<file path="config.mk">
export PLATFORM = sky130hd
export DESIGN_NAME = ecc_secded_scrub_memory
export DESIGN_NICKNAME = d
export VERILOG_FILES = /design/src/rtl/ecc_secded_pkg.sv /design/src/rtl/ecc_secded_codec.sv /design/src/rtl/ecc_secded_scrub_memory.sv
export SDC_FILE = /design/constraint.sdc
export NUM_CORES = 1
export LEC_CHECK = 0
export CAP_MARGIN = 20
export CORE_MARGIN = 2
export CORE_UTILIZATION = 34
export DETAILED_ROUTE_END_ITERATION = 8
export SLEW_MARGIN = 10
export SYNTH_ARGS = -nofsm -noshare
export SYNTH_HDL_FRONTEND = slang
export SYNTH_SLANG_ARGS = --single-unit
</file>
<file path="constraint.sdc">
create_clock -name clk -period 8.1 [get_ports clk]
set_clock_uncertainty 0.05 [all_clocks]
set_input_delay 1.62 -clock clk [delete_from_list [all_inputs] [get_ports clk]]
set_output_delay 1.62 -clock clk [all_outputs]
set_load 0.05 [all_outputs]
</file>
<file path="src/rtl/ecc_secded_pkg.sv">
// Shared definitions for the SECDED scrub memory: codeword geometry helpers,
// parity-position constants and the scrubber state encoding.
package ecc_secded_pkg;

  // Bit 0 of every codeword carries the overall parity.
  localparam int OVERALL_PARITY_POS = 0;

  // Number of Hamming parity bits for a given data width.
  function automatic int calc_p(input int data_w);
    int p;
    p = 0;
    while ((1 << p) < data_w + p + 1) p++;
    return p;
  endfunction

  // Full codeword width: data + Hamming parity + overall parity.
  function automatic int calc_cw(input int data_w);
    return data_w + calc_p(data_w) + 1;
  endfunction

  // Width of a codeword bit index.
  function automatic int calc_idx_w(input int data_w);
    return $clog2(calc_cw(data_w));
  endfunction

  // Position of Hamming parity bit k.
  function automatic int parity_pos(input int k);
    return 1 << k;
  endfunction

  // Positions 1, 2, 4, 8, ... hold Hamming parity.
  function automatic bit is_parity_pos(input int pos);
    return (pos > 0) && ((pos & (pos - 1)) == 0);
  endfunction

  // Codeword position of data bit idx (data fills non-parity slots LSB first).
  function automatic int data_pos(input int idx);
    int pos;
    int seen;
    pos  = 0;
    seen = -1;
    while (seen < idx) begin
      pos++;
      if (!is_parity_pos(pos)) seen++;
    end
    return pos;
  endfunction

  typedef enum logic [1:0] {IDLE, WAIT, READ, FIX} scrub_state_e;

endpackage

</file>
<file path="src/rtl/ecc_secded_codec.sv">
// Combinational extended-Hamming SECDED encoder and decoder.
module ecc_secded_codec
  import ecc_secded_pkg::*;
#(
  parameter int DATA_W = 8,
  localparam int P  = calc_p(DATA_W),
  localparam int CW = calc_cw(DATA_W)
) (
  input  logic [DATA_W-1:0] enc_data,
  output logic [CW-1:0]     enc_cw,
  input  logic [CW-1:0]     dec_cw,
  output logic [DATA_W-1:0] dec_data,
  output logic              dec_sec,
  output logic              dec_ded,
  output logic [CW-1:0]     dec_cw_fixed
);

  localparam logic [CW-1:0] CW_ONE = {{(CW-1){1'b0}}, 1'b1};

  // Positions whose index has bit k set are covered by parity bit k.
  function automatic logic [CW-1:0] cover_mask(input int k);
    logic [CW-1:0] m;
    m = '0;
    for (int pos = 1; pos < CW; pos++) m[pos] = ((pos >> k) & 1) == 1;
    return m;
  endfunction

  logic [CW-1:0] data_cw;
  logic [CW-1:0] par_cw;
  logic [CW-1:0] enc_body;
  logic [P-1:0]  enc_par;
  logic [P-1:0]  syndrome;
  logic          overall;
  logic          in_range;
  logic [CW-1:0] flip;

  assign data_cw[OVERALL_PARITY_POS] = 1'b0;

  for (genvar gi = 0; gi < DATA_W; gi++) begin : g_data
    assign data_cw[data_pos(gi)] = enc_data[gi];
    assign dec_data[gi]          = dec_cw_fixed[data_pos(gi)];
  end

  for (genvar gi = 0; gi < P; gi++) begin : g_par
    assign data_cw[parity_pos(gi)] = 1'b0;
    assign enc_par[gi]  = ^(data_cw & cover_mask(gi));
    assign syndrome[gi] = ^(dec_cw & cover_mask(gi));
  end

  // Drop the computed Hamming parity bits into their power-of-two slots.
  always_comb begin
    par_cw = '0;
    for (int k = 0; k < P; k++) par_cw[parity_pos(k)] = enc_par[k];
  end

  assign enc_body = data_cw | par_cw;
  assign enc_cw   = {enc_body[CW-1:1], ^enc_body[CW-1:1]};

  // A syndrome pointing past the codeword can only come from multiple flips.
  assign overall      = ^dec_cw;
  assign in_range     = 32'(syndrome) < CW;
  assign flip         = CW_ONE << syndrome;
  assign dec_sec      = overall && in_range;
  assign dec_ded      = (!overall && (syndrome != '0)) || (overall && !in_range);
  assign dec_cw_fixed = dec_sec ? (dec_cw ^ flip) : dec_cw;

endmodule

</file>
<file path="src/rtl/ecc_secded_scrub_memory.sv">
// SECDED-protected register-array memory with fault injection, saturating
// error counters and an optional background scrubber (enable with the
// ECC_SCRUB_EN macro).
module ecc_secded_scrub_memory
  import ecc_secded_pkg::*;
#(
  parameter int DATA_W         = 8,
  parameter int ADDR_W         = 4,
  parameter int CNT_W          = 8,
  parameter int SCRUB_INTERVAL = 64,
  localparam int CW    = calc_cw(DATA_W),
  localparam int IDX_W = calc_idx_w(DATA_W)
) (
  input  logic              clk,
  input  logic              rst,
  input  logic              wr_en,
  input  logic [ADDR_W-1:0] wr_addr,
  input  logic [DATA_W-1:0] wr_data,
  input  logic              rd_en,
  input  logic [ADDR_W-1:0] rd_addr,
  output logic [DATA_W-1:0] rd_data,
  output logic              rd_valid,
  output logic              sec_err,
  output logic              ded_err,
  input  logic              fault_enable,
  input  logic              fault_mode,
  input  logic [ADDR_W-1:0] fault_addr,
  input  logic              fault_double,
  input  logic [IDX_W-1:0]  fault_bit0,
  input  logic [IDX_W-1:0]  fault_bit1,
  input  logic              cnt_clr,
  output logic [CNT_W-1:0]  sec_count,
  output logic [CNT_W-1:0]  ded_count,
  output logic              scrub_busy
);

  localparam int DEPTH = 2 ** ADDR_W;
  localparam logic [CW-1:0] CW_ONE = {{(CW-1){1'b0}}, 1'b1};

  logic [CW-1:0]     mem [DEPTH];
  logic [CW-1:0]     fault_mask;
  logic [ADDR_W-1:0] dec_addr;
  logic [CW-1:0]     dec_in;
  logic [CW-1:0]     enc_cw;
  logic [DATA_W-1:0] dec_data;
  logic              dec_sec;
  logic              dec_ded;
  logic [CW-1:0]     dec_cw_fixed;
  logic              scrub_sec;
  logic              scrub_ded;

  // Out-of-range indices shift out to zero; equal indices cancel in the XOR.
  assign fault_mask = (CW_ONE << fault_bit0) ^ (fault_double ? (CW_ONE << fault_bit1) : '0);

  // Transient faults overlay whatever the codec reads, storage untouched.
  assign dec_in = mem[dec_addr] ^
                  ((fault_enable && !fault_mode && (dec_addr == fault_addr)) ? fault_mask : '0);

  ecc_secded_codec #(.DATA_W(DATA_W)) u_codec (
    .enc_data     (wr_data),
    .enc_cw       (enc_cw),
    .dec_cw       (dec_in),
    .dec_data     (dec_data),
    .dec_sec      (dec_sec),
    .dec_ded      (dec_ded),
    .dec_cw_fixed (dec_cw_fixed)
  );

`ifdef ECC_SCRUB_EN
  localparam int TMR_W = $clog2(SCRUB_INTERVAL + 1);

  scrub_state_e      state_reg, state_next;
  logic [ADDR_W-1:0] scrub_ptr_reg, scrub_ptr_next;
  logic [TMR_W-1:0]  timer_reg, timer_next;
  logic [CW-1:0]     scrub_cw_reg, scrub_cw_next;
  logic              cancel_reg, cancel_next;
  logic              scrub_wb;
  logic              stall;

  // The codec serves the scrubber only when no user read is in flight.
  assign dec_addr = rd_en ? rd_addr : scrub_ptr_reg;
  assign stall    = wr_en || rd_en;

  // Scrubber state register; reset abandons any access in progress.
  always_ff @(posedge clk) begin
    if (rst) begin
      state_reg     <= IDLE;
      scrub_ptr_reg <= '0;
      timer_reg     <= '0;
      scrub_cw_reg  <= '0;
      cancel_reg    <= 1'b0;
    end else begin
      state_reg     <= state_next;
      scrub_ptr_reg <= scrub_ptr_next;
      timer_reg     <= timer_next;
      scrub_cw_reg  <= scrub_cw_next;
      cancel_reg    <= cancel_next;
    end
  end

  // Scrubber next-state: wait, read+decode, optionally write back, advance.
  always_comb begin
    state_next     = state_reg;
    scrub_ptr_next = scrub_ptr_reg;
    timer_next     = timer_reg;
    scrub_cw_next  = scrub_cw_reg;
    cancel_next    = cancel_reg;
    scrub_wb       = 1'b0;
    scrub_sec      = 1'b0;
    scrub_ded      = 1'b0;
    scrub_busy     = 1'b0;
    case (state_reg)
      IDLE: begin
        timer_next = '0;
        state_next = WAIT;
      end
      WAIT: begin
        if (timer_reg == TMR_W'(SCRUB_INTERVAL - 1)) begin
          timer_next = '0;
          state_next = READ;
        end else begin
          timer_next = timer_reg + 1'b1;
        end
      end
      READ: begin
        scrub_busy = 1'b1;
        if (!stall) begin
          scrub_sec = dec_sec;
          scrub_ded = dec_ded;
          if (dec_sec) begin
            scrub_cw_next = dec_cw_fixed;
            cancel_next   = 1'b0;
            state_next    = FIX;
          end else begin
            scrub_ptr_next = scrub_ptr_reg + 1'b1;
            state_next     = WAIT;
          end
        end
      end
      FIX: begin
        scrub_busy = 1'b1;
        if (stall) begin
          // Fresh user data supersedes the scrubbed copy.
          if (wr_en && (wr_addr == scrub_ptr_reg)) cancel_next = 1'b1;
        end else begin
          scrub_wb       = !cancel_reg;
          scrub_ptr_next = scrub_ptr_reg + 1'b1;
          state_next     = WAIT;
        end
      end
      default: state_next = IDLE;
    endcase
  end

  // Array writes; later statements win, giving user > sticky fault > scrub.
  always_ff @(posedge clk) begin
    if (scrub_wb && !rst) mem[scrub_ptr_reg] <= scrub_cw_reg;
    if (fault_enable && fault_mode) mem[fault_addr] <= mem[fault_addr] ^ fault_mask;
    if (wr_en) mem[wr_addr] <= enc_cw;
  end
`else
  assign dec_addr   = rd_addr;
  assign scrub_sec  = 1'b0;
  assign scrub_ded  = 1'b0;
  assign scrub_busy = 1'b0;

  // Array writes; a user write overrides a same-address sticky fault.
  always_ff @(posedge clk) begin
    if (fault_enable && fault_mode) mem[fault_addr] <= mem[fault_addr] ^ fault_mask;
    if (wr_en) mem[wr_addr] <= enc_cw;
  end
`endif

  // Registered read result and flags, one cycle after rd_en.
  always_ff @(posedge clk) begin
    if (rst) begin
      rd_data  <= '0;
      rd_valid <= 1'b0;
      sec_err  <= 1'b0;
      ded_err  <= 1'b0;
    end else begin
      rd_valid <= rd_en;
      sec_err  <= rd_en && dec_sec;
      ded_err  <= rd_en && dec_ded;
      if (rd_en) rd_data <= dec_data;
    end
  end

  function automatic logic [CNT_W-1:0] sat_add(input logic [CNT_W-1:0] c, input logic [1:0] inc);
    logic [CNT_W:0] sum;
    sum = {1'b0, c} + (CNT_W+1)'(inc);
    return sum[CNT_W] ? '1 : sum[CNT_W-1:0];
  endfunction

  // Saturating event counters; a user read and a scrub detection may coincide.
  always_ff @(posedge clk) begin
    if (rst || cnt_clr) begin
      sec_count <= '0;
      ded_count <= '0;
    end else begin
      sec_count <= sat_add(sec_count, {1'b0, rd_valid && sec_err} + {1'b0, scrub_sec});
      ded_count <= sat_add(ded_count, {1'b0, rd_valid && ded_err} + {1'b0, scrub_ded});
    end
  end

endmodule

</file>
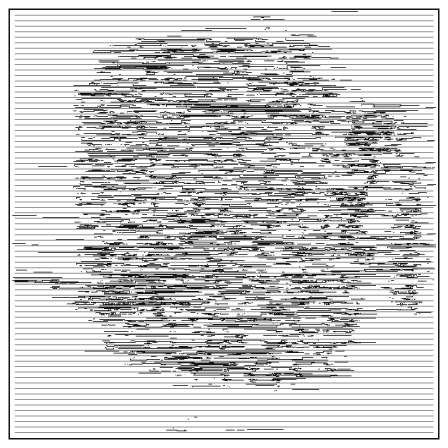
Run 1: signal wires on met1
Supply wires on this layer in gray.
The longest straight run is 71.8 µm. The layer carries 18700 µm of wire. The wires run mostly horizontal. The layer holds 41% of the routed length.
GR Layer Usage met1: 0.277
total routed wirelength: 45.3 mm
Via Count: 10200

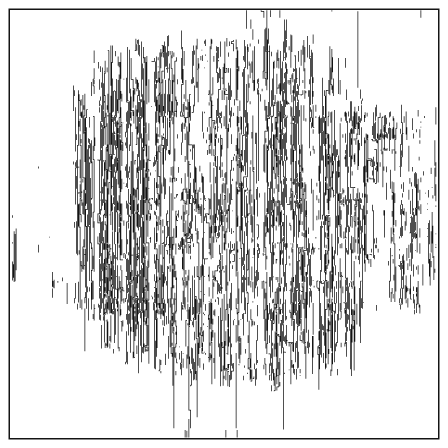
Run 1: met2 routing
The layer carries 20.6 mm of wire. The layer holds 45% of the routed length. The longest straight run is 62.2 µm. 1041 nets have wire on it.

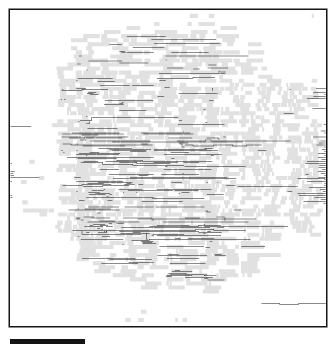
Run 1: the metal 3 layer
Bar = 50 µm. Cells faint in the background.
The wires run mostly horizontal. The layer holds 10% of the routed length. 164 nets have wire on it. The layer carries 4560 µm of wire. The longest straight run is 87.4 µm.

==> run 1: flip-flops by register name, indices dropped and copies added, names as in the netlist <==
name       cells
mem          208
ded_count      8
rd_data        8
sec_count      8
ded_err        1
rd_valid       1
sec_err        1
==> run 1: critical path, cell delays in order <==
cell	delay, ns
clkdlybuf4s50_1	0.46
buf_4	0.29
nor2_1	0.23
buf_4	0.24
a22o_1	0.21
a221oi_2	0.46
nand2b_1	0.18
a211o_1	0.18
nand2_1	0.08
xnor2_1	0.88
xnor2_1	0.27
or4b_1	0.51
a311oi_1	0.25
==> run 1: stage by stage <==
stage	instances	util
finish	1791	0.399
global route	1791	0.399
CTS	1783	0.397
floorplan	1138	-
global placement	1727	0.374
detailed placement	1735	0.376
==> run 1: layout by cell type (no fill, tap or decap), types with 5 or more instances in the layout <==
cell type        count
or3_1                5
mux4_2             110
inv_1                6
buf_8                6
nand3_1             14
nand3b_1             5
xnor2_1             44
o21ai_0             82
a22oi_1             19
nand2_1            139
nor2b_1              9
nor3_1              11
clkbuf_1             6
mux4_1               8
o221ai_1             8
a21oi_1             21
nor2_2               9
o22ai_2             13
dfxtp_1             27
clkinv_1            10
nor2_1              30
nand2b_1            25
a211o_1              5
edfxtp_1           208
xor2_1              25
mux2_2             120
buf_4               54
clkbuf_16           29
nand4_1              7
clkdlybuf4s50_1     58
==> run 1: Yosys cell counts (all sizes together), types with 3 or more instances <==
cell,instances
o211ai,4
nand2b,25
nor4b,3
clkbuf,79
o21bai,3
xnor2,49
a211o,5
xor2,27
o22ai,13
or3,5
o21ai,85
nand3,15
o221ai,8
nor3,16
nand4,7
nand4b,4
and2,4
mux2,120
inv,7
nand2,140
edfxtp,208
a22oi,20
or2,4
nand3b,6
a2111o,4
and3,5
ha,4
mux4,118
nor2,39
buf,22
a21oi,21
nor2b,9
dfxtp,27
==> run 1: cell type report <==
type | instances | area share
clock buffers | 35 | 0.0437
clock inverters | 13 | 0.00899
inverters | 8 | 0.00175
multi-input cells | 794 | 0.442
flip-flops and latches | 235 | 0.396
well taps | 585 | 0.0428
repair buffers | 121 | 0.0639
==> run 1: cells by family (layout without fill, tap and decap cells) <==
group,Yosys count,after routing,share of synthesized area
multiplexers,240,240,0.276
flip-flops,235,235,0.461
adder cells (fa/ha/maj),4,4,0.00340
AND/OR/NAND/NOR,293,293,0.0968
other,1,1,0.000255
buffers and inverters,109,177,0.0335
AND-OR/OR-AND,178,178,0.0759
XOR/XNOR,78,78,0.0529
==> run 1: worst paths after layout <==
| path | endpoint | depth (start not counted) | startpoint | slack (ns) |
|---|---|---|---|---|
| min | rd_data[7]$_SDFFE_PP0P_ | 2 | rd_data[7]$_SDFFE_PP0P_ | 0.47 |
| max | rd_data[7]$_SDFFE_PP0P_ | 13 | rd_addr[1] | 2.61 |
| max reg2reg | rd_data[7]$_SDFFE_PP0P_ | 10 | mem[13][5]$_DFFE_PP_ | 3.98 |
| min reg2reg | rd_data[7]$_SDFFE_PP0P_ | 2 | rd_data[7]$_SDFFE_PP0P_ | 0.47 |
==> ci_impl_report.md, run 1 <==
## Implementation flow summary

| Metric | Value |
|---|---|
| Met1 WL | 18.7 mm |
| Clock net power | 1.28 mW |
| P_seq | 1.41 mW |
| First-pass DRT Iterations | 5 |
| Wire length on met2 | 20.6 mm |
| Met2 Use GR | 0.317 |
| Clock Power Share | 0.370 |
| Die Width | 212 µm |
| Top Layer Used | met4 |
| Total Nets Final | 1228 |
| Worst Setup Start Kind | input port |
| Cells in synth_stat.txt | 1138 |
| Worst VDD drop | 0.172 mV |
| Share of layout cells above drive strength 1 | 0.313 |
| Root Driver | clkbuf_16 |
| Tool Warnings | 26 |
| Final WS setup | 2.61 ns |
| Post-synth seq share | 0.461 |
| TritonCTS clock tree | done |
| H-tree level count | 1 |
| CP Capture Type | register |
| GR peak layer | met2 |
| Pre-CTS setup slack | 2.00 ns |
| Synth area leaders | edfxtp_1 42%, mux4_2 17%, mux2_2 9.2% |
| Number of gates resized after cts | 0 |
| WL per Instance | 25.3 µm |
| Total CTS buffers | 28 |
| Worst hold slack | 0.471 ns |
| Setup bufs post-CTS | 0 |
| Asr flop ratio synth | 0 |
| Distinct lib cells | 75 |
| Clk buf depth | 3 |
| Clock latency on the worst-skew pair | 0.55 ns |
| Critical path arrival | 5.90 ns |
| Register share of total power | 0.409 |
| Comb area | 7570 µm² |
| DR WL met3 | 4.56 mm |
| Largest power group | registers |
| Fillers | 3989 |
| Worst Path Max Fanout | 22 |
| Count of hold buffers inserted by post-cts repair | 0 |
| LEAKAGE | 5.41 nW |
| Die Span Y | 212 µm |
| Internal power | 2.49 mW |
| IO Count | 64 |
| GRT met3 Usage | 0.0455 |
| Max-slew violations | 0 |
| Init Core Util | 0.343 |
| Power share of the combinational group | 0.221 |
| Net count after synthesis | 1178 |
| HPWL after DPL | 29.3 mm |
| Largest net degree at the start of global routing | 45 |
| Max Clk Rate | 0.182 GHz |
| Shortest period the worst path allows | 5.49 ns |
| Worst-Margin Slew | 1.11 ns |
| Vias in the first global route | 10100 |
| Hold Path Class | register to register |
| Final period utilization | 0.678 |
| Crit Path Class | input port to register |
| GR Util All Layers | 0.202 |
| Dominant flop cell | edfxtp_1 |
| Worst-path clk slew | 0.05 ns |
| Setup TNS | 0 ns |
| Post-synth EDFFs | 208 |
| Mapped Area | 14700 µm² |
| Flops & latches, synth | 235 |
| Worst Path Required | 8.51 ns |
| 1st-iter DRT viols | 1165 |
| Register area | 6790 µm² |
| RSZ-0062 raised after global routing | false |
| Max Cap Violations | 0 |
| Synth Area per Inst | 12.9 µm² |
| Clk sink count | 235 |
| Net Switching | 961 µW |
| Yosys top cell area share | 0.425 |
| Antenna violations before repair | 0 |
| Post-DRT Antenna Nets | 0 |
| Core Footprint | 42900 µm² |
| Final Total Pwr | 3.45 mW |
| Post-DR vias/cell | 5.72 |
| Max-slew headroom | 0.256 |
| Power density over the cells | 202 nW/µm² |
| Area grow syn2layout | 16.3% |
| Sw frac | 0.278 |
| Ant. Diodes | 0 |
| P_comb | 762 µW |
| DP Area | 16100 µm² |
| # rows | 76 |
| Setup violators final | 0 |
| Final Hold Fails | 0 |
| Synth Instances | 1138 |
| First-pass GRT wire length | 66.4 mm |
| Chip area | 45000 µm² |
| Remaining DRCs | 0 |
| Final instance area | 17100 µm² |
| Status | completed |
| Syn. warnings | 0 |
==> run 2: changes to the inputs <==
clock period = 5.05 ns   (was 8.1 ns; I/O delays follow)
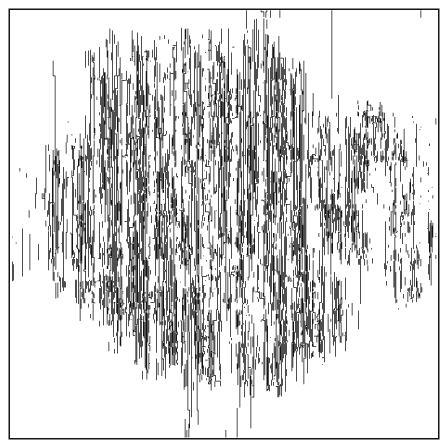
Run 2: met2 routing
1057 nets have wire on it. The layer holds 47% of the routed length. The longest straight run is 92.8 µm. The wires run mostly vertical. The layer carries 21.2 mm of wire.
total routed wirelength: 45.6 mm
Via Count: 10400
met2 Use GR: 0.333

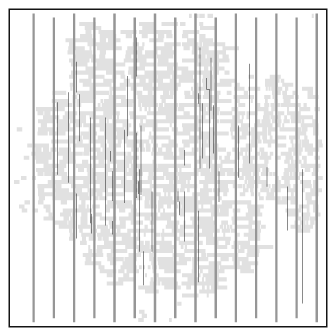
Run 2: met4 routing
Supply wires on this layer in gray. Cells faint in the background.
The wires run mostly vertical. The layer holds 2.9% of the routed length. The layer carries 1330 µm of wire. 23 nets have wire on it.

==> run 2 against run 1 <==
Power rose by 57%. Sequential power rose by about 60%. Synthesized cell count did not move. Synthesized area did not move. Sequential share of layout area fell by 0.20 points. Cell count rose by 1.3%. Wire length rose by 0.67%. Final area rose by 0.51%. Via count rose by 1.1%. First-iteration DRC count fell by 1.5%. Register-to-register slack got worse by 2.7 ns. Utilization rose by 0.20 points.
==> ci_impl_report.md, run 2 <==
## Implementation flow summary

| Metric | Value |
|---|---|
| First-pass GRT wire length | 68.0 mm |
| Antenna violations before repair | 0 |
| IO Count | 64 |
| Init Core Util | 0.343 |
| TritonCTS clock tree | done |
| Worst-path clk slew | 0.06 ns |
| 1st-iter DRT viols | 1148 |
| Tool Warnings | 26 |
| Slowest cell on the critical path | clkdlybuf4s50_1 |
| Max Cap Violations | 0 |
| Share of layout cells above drive strength 1 | 0.327 |
| Status | completed |
| CP Capture Type | register |
| Post-DR vias/cell | 5.71 |
| Gr ovfl total | 0 |
| Worst hold slack | 0.463 ns |
| Synth Instances | 1138 |
| Worst VDD drop | 0.266 mV |
| Die Width | 212 µm |
| Clk buf depth | 3 |
| Dominant flop cell | edfxtp_1 |
| CP Cell Sequence | clkdlybuf4s50_1 > buf_4 > nor2b_1 > nor4b_1 > nand3b_2 > or3_1 > a211o_1 > a22o_1 > a21oi_1 > o21ai_1 > a2111o_1 > o221ai_1 |
| Syn. warnings | 0 |
| Post-DRT Antenna Nets | 0 |
| I/O Buffers | 62 |
| Die Span Y | 212 µm |
| Max-slew headroom | 0.210 |
| Remaining DRCs | 0 |
| First-pass DRT Iterations | 5 |
| Post-synth seq share | 0.461 |
| Root Driver | clkbuf_16 |
| Hold Path Class | register to register |
| Max Clk Rate | 0.228 GHz |
| WL per Instance | 25.1 µm |
| Clock latency on the worst-skew pair | 0.58 ns |
| Total CTS buffers | 28 |
| Total Nets Final | 1247 |
| Final period utilization | 0.869 |
| # rows | 76 |
| Setup bufs post-CTS | 0 |
| Count of hold buffers inserted by post-cts repair | 0 |
| Chip area in the Yosys report | 14700 µm² |
| Final RePlAce weighted congestion | 0.838 |
| Dominant logic cell type in the layout | edfxtp_1 |
| Number of gates resized after cts | 0 |
| Final Total Pwr | 5.44 mW |
| Synth area leaders | edfxtp_1 42%, mux4_2 17%, mux2_2 9.2% |
| Setup TNS | 0 ns |
| HPWL after DPL | 29.9 mm |
| Worst-Margin Slew | 1.18 ns |
| Yosys top cell by area | edfxtp_1 |
| Mapped Area | 14700 µm² |
| Distinct lib cells | 75 |
| Most numerous cell in the Yosys netlist | edfxtp_1 |
| Final Hold Fails | 0 |
| Power density over the cells | 316 nW/µm² |
| Worst Setup Start Kind | input port |
| Shortest period the worst path allows | 4.39 ns |
| Post-synth EDFFs | 208 |
| RSZ-0062 raised after global routing | false |
| Clk sink count | 235 |
| Slowest Stage Delay on Critical Path | 0.55 ns |
| Most common logic cells in the final layout | 208 x edfxtp_1, 139 x nand2_1, 120 x mux2_2, 110 x mux4_2, 82 x o21ai_0 |
| Crit Path Class | input port to register |
| Worst Path Max Fanout | 18 |
| Chip area | 45000 µm² |
| Setup violators final | 0 |
| Area grow syn2layout | 16.9% |
| Max reg flops | 208 |
| Core Footprint | 42900 µm² |
| Synth Area per Inst | 12.9 µm² |
| Largest net degree at the start of global routing | 57 |
| Flops & latches, synth | 235 |
| Largest Register | mem |
| LEAKAGE | 5.47 nW |
| Worst Path Required | 5.48 ns |
| Critical path arrival | 4.82 ns |
| Vias in the first global route | 10100 |
| GR Util All Layers | 0.205 |
| Yosys top cell area share | 0.425 |
| Asr flop ratio synth | 0 |
| Max-slew violations | 0 |
| Net count after synthesis | 1178 |
| Synth top cells by count | 208 x edfxtp_1, 139 x nand2_1, 120 x mux2_2, 110 x mux4_2, 83 x o21ai_0 |
| Ant. Diodes | 0 |
| H-tree level count | 1 |
| Cells in synth_stat.txt | 1138 |
| Fin util | 0.401 |
## run 2: cell types whose count changed in the layout (fill, tap and decap cells not counted)
cell        before  now
clkinv_16        0    1
buf_8            6    0
buf_4           54   78
inv_6            0    1
buf_12           0    2
clkinv_2         0    3
bufinv_16        4    1
clkinvlp_4       0    4
clkbuf_4         1    0
clkinv_1        10   12
clkbuf_1         6    3
clkbuf_16       29   28
## run 2: area by class of cell
class | count | area [µm²]
multi-input combinational | 794 | 7570
clock inverter | 21 | 155
tap | 585 | 732
fill | 3986 | 25700
timing repair buffer | 140 | 1220
sequential | 235 | 6790
clock buffer | 31 | 712
inverter | 8 | 30.0
## run 2: kinds of logic (layout without fill, tap and decap cells)
family,count (synthesis),count (layout),synth area share
DFF,235,235,0.461
adders and majority gates,4,4,0.00340
other,1,1,0.000255
AOI/OAI and AO/OA,178,178,0.0759
xor gates and xnor gates,78,78,0.0529
buffers and inverters,109,200,0.0335
and+or+nand+nor,293,293,0.0968
muxes,240,240,0.276
## run 2: routing by layer
layer / vias up / wire length, µm / track usage / part of all wire
met4: 0 / 1330 / 0.0573 / 0.029
met1: 5222 / 19100 / 0.287 / 0.42
li1: 4556 / - / - / -
met5: - / 0 / 0 / 0
met2: 496 / 21200 / 0.333 / 0.47
met3: 87 / 3970 / 0.0309 / 0.087
## run 2: critical path, delay by kind of cell
kind,cells,cell delay [ns]
AOI/OAI and AO/OA,6,1.71
buffers and inverters,2,0.81
and+or+nand+nor,4,1.27
## run 2: stage by stage
stage | instances | setup slack (ns) | area, µm²
after CTS | 1814 | 0.723 | 17200
final | 1814 | 0.660 | 17200
after floorplan | 1138 | 0.876 | 14700
after global placement | 1758 | 0.179 | 16300
after global routing | 1814 | 0.357 | 17200
after detailed placement | 1762 | 0.170 | 16300
## run 2: final timing paths
kind | slack, ns | start | to | cells after the start
setup / recovery | 0.66 | rd_addr[1] | rd_data[6]$_SDFFE_PP0P_ | 12
hold / removal | 0.46 | rd_data[7]$_SDFFE_PP0P_ | rd_data[7]$_SDFFE_PP0P_ | 2
setup reg to reg | 1.29 | mem[13][5]$_DFFE_PP_ | rd_data[4]$_SDFFE_PP0P_ | 11
hold reg to reg | 0.46 | rd_data[7]$_SDFFE_PP0P_ | rd_data[7]$_SDFFE_PP0P_ | 2
## run 2: where the power goes
part           internal (mW)  switching [mW]
combinational          0.541           0.704
clock                   1.07           0.857
sequential              2.24          0.0254
total                   3.85            1.59
No activity file was given, so power comes from the tool's default toggle rates.
